File: src/rtl/instr_encoder_loader.sv
// rtl/instr_encoder_loader.sv - field-level instruction encoder and sequential instruction-memory loader
// Packs op/reg/imm fields into 16-bit words and writes them from address 0 while holding the CPU in reset.
module instr_encoder_loader #(
  parameter int ADDR_W = 4,
  parameter int DEPTH  = 16
) (
  input  logic              clk,
  input  logic              reset_n,
  input  logic              start,
  input  logic              in_valid,
  output logic              in_ready,
  input  logic [3:0]        in_op,
  input  logic [2:0]        in_ra,
  input  logic [2:0]        in_rb,
  input  logic [2:0]        in_rd,
  input  logic [11:0]       in_imm,
  input  logic              in_last,
  output logic              imem_we,
  output logic [ADDR_W-1:0] imem_addr,
  output logic [15:0]       imem_wdata,
  output logic              cpu_hold,
  output logic              busy,
  output logic              done,
  output logic              err,
  output logic [1:0]        err_code,
  output logic [ADDR_W:0]   word_count
);

  typedef enum logic [1:0] {
    S_IDLE,
    S_ACCEPT,
    S_WRITE,
    S_DONE
  } state_t;

  localparam logic [ADDR_W-1:0] LAST_ADDR = ADDR_W'(DEPTH - 1);

  state_t            r_state;
  state_t            w_next;
  logic [ADDR_W-1:0] r_addr;
  logic [ADDR_W:0]   r_count;
  logic [15:0]       r_wdata;
  logic              r_last;
  logic              r_err;
  logic [1:0]        r_err_code;
  logic [15:0]       w_enc;
  logic [1:0]        w_enc_err;
  logic              w_hs;
  logic              w_imm_ok;

  assign w_hs     = in_valid & in_ready;
  // Short immediates must sign-extend from bit 5: bits 11..5 all equal.
  assign w_imm_ok = (&in_imm[11:5]) | ~(|in_imm[11:5]);

  always_comb begin
    w_enc     = '0;
    w_enc_err = 2'b00;
    case (in_op)
      4'h2, 4'h3, 4'h4, 4'h5, 4'h6, 4'h7, 4'h8, 4'h9:
        w_enc = {in_op, in_ra, in_rb, in_rd, 3'b000};
      4'h0, 4'h1, 4'hB, 4'hC: begin
        w_enc = {in_op, in_ra, in_rb, in_imm[5:0]};
        if (!w_imm_ok) w_enc_err = 2'b10;
      end
      4'hD:
        w_enc = {in_op, in_imm};
      default:
        w_enc_err = 2'b01;
    endcase
  end

  always_ff @(posedge clk) begin
    if (!reset_n) r_state <= S_IDLE;
    else          r_state <= w_next;
  end

  always_comb begin
    w_next   = r_state;
    in_ready = 1'b0;
    imem_we  = 1'b0;
    busy     = 1'b0;
    done     = 1'b0;
    case (r_state)
      S_IDLE: begin
        if (start) w_next = S_ACCEPT;
      end
      S_ACCEPT: begin
        in_ready = 1'b1;
        busy     = 1'b1;
        if (w_hs) w_next = (w_enc_err != 2'b00) ? S_DONE : S_WRITE;
      end
      S_WRITE: begin
        // Gated by reset so a reset landing on the write cycle suppresses the store.
        imem_we = reset_n;
        busy    = 1'b1;
        if (r_last || r_addr == LAST_ADDR) w_next = S_DONE;
        else                               w_next = S_ACCEPT;
      end
      S_DONE: begin
        done   = 1'b1;
        w_next = S_IDLE;
      end
      default: w_next = S_IDLE;
    endcase
  end

  always_ff @(posedge clk) begin
    if (!reset_n) begin
      r_addr     <= '0;
      r_count    <= '0;
      r_wdata    <= '0;
      r_last     <= 1'b0;
      r_err      <= 1'b0;
      r_err_code <= 2'b00;
    end else begin
      case (r_state)
        S_IDLE: begin
          if (start) begin
            r_addr     <= '0;
            r_count    <= '0;
            r_err      <= 1'b0;
            r_err_code <= 2'b00;
          end
        end
        S_ACCEPT: begin
          if (w_hs) begin
            if (w_enc_err != 2'b00) begin
              r_err      <= 1'b1;
              r_err_code <= w_enc_err;
            end else begin
              r_wdata <= w_enc;
              r_last  <= in_last;
            end
          end
        end
        S_WRITE: begin
          r_count <= r_count + 1'b1;
          // Address saturates at the top word; running out of room is an error unless last.
          if (r_addr != LAST_ADDR) r_addr <= r_addr + 1'b1;
          if (!r_last && r_addr == LAST_ADDR) begin
            r_err      <= 1'b1;
            r_err_code <= 2'b11;
          end
        end
        default: ;
      endcase
    end
  end

  assign imem_addr  = r_addr;
  assign imem_wdata = r_wdata;
  assign cpu_hold   = busy;
  assign err        = r_err;
  assign err_code   = r_err_code;
  assign word_count = r_count;

endmodule

File: config.mk
export PLATFORM = sky130hd
export DESIGN_NAME = instr_encoder_loader
export DESIGN_NICKNAME = d
export VERILOG_FILES = /design/src/rtl/instr_encoder_loader.sv
export SDC_FILE = /design/constraint.sdc
export NUM_CORES = 1
export LEC_CHECK = 0
export CAP_MARGIN = 20
export CORE_MARGIN = 2
export CORE_UTILIZATION = 49
export DETAILED_ROUTE_END_ITERATION = 8
export PLACE_DENSITY = 0.85
export SYNTH_ARGS = -nofsm -noshare
export SYNTH_HDL_FRONTEND = slang
export SYNTH_SLANG_ARGS = --single-unit
File: constraint.sdc
create_clock -name clk -period 3.71 [get_ports clk]
set_clock_uncertainty 0.05 [all_clocks]
set_input_delay 0.9275 -clock clk [delete_from_list [all_inputs] [get_ports clk]]
set_output_delay 0.9275 -clock clk [all_outputs]
set_load 0.05 [all_outputs]
==> flow_metrics.py <==
# Physical implementation metrics
metrics = {
    "layout": {
        "multiInputGateArea_sq_um": 1160,
    },
    "outcome": {
        "outcome": "completed",
    },
    "sta": {
        "setup_viol": 0,
        "finalSetupTns_ns": 0,
        "max_freq_mhz": 337,
    },
    "route": {
        "wl_um": 4500,
        "drc_errors": 0,
        "num_vias": 1861,
    },
    "clock_tree": {
        "cts.sinks": 31,
        "cts.repair.resized": 0,
        "hold_buffers": 0,
        "clock_path_buffers": 2,
        "numCtsBuffers": 5,
        "postCtsSetupBuffers": 0,
        "cts.clk_slew.worst_paths_ns": 0.07,
    },
    "yosys": {
        "synth_area_sq_um": 1880,
        "synthArstFlopShare": 0,
        "syn-instance-count": 227,
        "ys_seq_elements": 31,
        "ys_dominant_reg_cell": "dfxtp_1",
    },
    "place": {
        "dp_hpwl_um": 3270,
    },
    "floorplanning": {
        "pin_count": 63,
        "core_sq_um": 3660,
        "die_w_um": 65.9,
    },
    "power": {
        "p_leak_nw": 1.06,
    },
    "global_route": {
        "grt_overflow": 0,
        "grt_pass1_vias": 1713,
        "grt_util_met1": 0.264,
    },
    "run": {
        "maxCapViolCount": 0,
    },
    "worst_setup_path": {
        "arrival_ns": 1.99,
        "startpoint_type": "flip-flop",
        "critPathCaptureType": "output port",
    },
    "min_path": {
        "hold_class": "flip-flop to flip-flop",
    },
}
-- final timing paths --
check	startpoint	depth (start not counted)	endpoint	slack (ns)
setup / recovery	r_state[0]	3	cpu_hold	0.74
hold / removal	imem_wdata[12]	2	imem_wdata[12]	0.41
setup reg to reg	r_state[0]	7	err_code[1]	1.64
hold reg to reg	imem_wdata[12]	2	imem_wdata[12]	0.41
-- report_power, final --
| group | internal, mW | switching, mW | leakage, nW | total, mW |
|---|---|---|---|---|
| logic | 0.256 | 0.438 | 0.757 | 0.694 |
| registers | 0.377 | 0.0370 | 0.251 | 0.414 |
| clock network | 0.145 | 0.123 | 0.0470 | 0.268 |
| total | 0.779 | 0.598 | 1.06 | 1.38 |
-- layout make-up --
class / instances / share of cell area
clock buffers: 6 / 0.0317
multi-input cells: 176 / 0.443
clock inverters: 1 / 0.00192
well taps: 48 / 0.0230
repair buffers: 67 / 0.256
inverters: 4 / 0.00576
flip-flops and latches: 31 / 0.238
-- critical path, stage by stage (launching register included) --
cell	delay, ns
dfxtp_1	0.43
inv_1	0.12
ha_1	0.34
clkdlybuf4s50_1	0.81
-- synth_stat cells, drive strengths merged, types with 4 or more instances --
cell type	instances	area share
a211oi	4	0.016
a21oi	13	0.035
and2	4	0.013
buf	10	0.035
clkbuf	6	0.012
dfxtp	31	0.33
ha	6	0.040
inv	4	0.0080
mux2	4	0.024
nand2	35	0.070
nand3	10	0.027
nand4	6	0.020
nor2	7	0.014
nor2b	13	0.043
nor3b	4	0.016
o211a	9	0.048
o211ai	7	0.033
o21ai	16	0.045
xor2	4	0.019
-- state kept, by name, summed over array words and instances, names as in the netlist --
signal and count:
imem_wdata 16, word_count 5, imem_addr 4, err_code 2, r_state 2, err 1, r_last 1
-- metrics by stage --
stage | worst slack (ns) | hold WS [ns]
finish | 0.742 | 0.406
global route | 0.675 | 0.433
CTS | 0.741 | 0.411
detailed placement | 0.598 | 0.402
global placement | 0.648 | 0.396
floorplan | 0.898 | 0.393
-- per-layer routing --
layer,up-vias,routed length (um)
li1,934,-
met1,858,2010
met2,57,2140
met3,12,247
met4,0,101
met5,-,0
-- kinds of logic after synthesis --
| kind of cell | after synthesis | share of synthesized area |
|---|---|---|
| mux | 6 | 0.0346 |
| xor+xnor | 4 | 0.0186 |
| buf+inv | 20 | 0.0546 |
| compound gates | 66 | 0.253 |
| simple gates | 94 | 0.269 |
| flops | 31 | 0.330 |
| fa+ha+maj | 6 | 0.0399 |
Fig. 1: placement by cell class
Scale bar: 20 um.
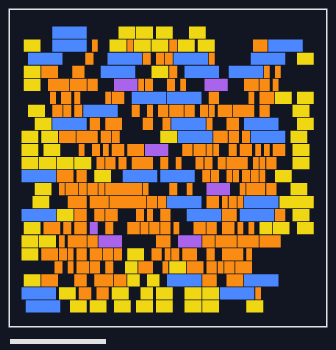
class	color	cells	share of their area
clock drivers and dummy loads	purple	7	3.4%
other buffers and delay cells	yellow	67	26%
combinational and other logic	orange	180	46%
flops	blue	31	24%
Design Area, Final: 2610 sq um
# rows: 22
fin util: 0.712

Fig. 2: logic cells by family
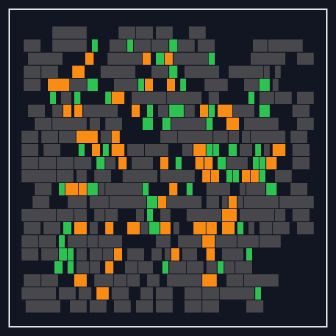
family	color	cells
NAND gates	green	54
inverting AOI/OAI gates	orange	50
Layout Cells excl Fill: 333
most frequent logic cell in the layout: clkdlybuf4s50_1
Comb area share: 0.443

Power figures rest on the tool's default switching activity, not on a simulated workload.
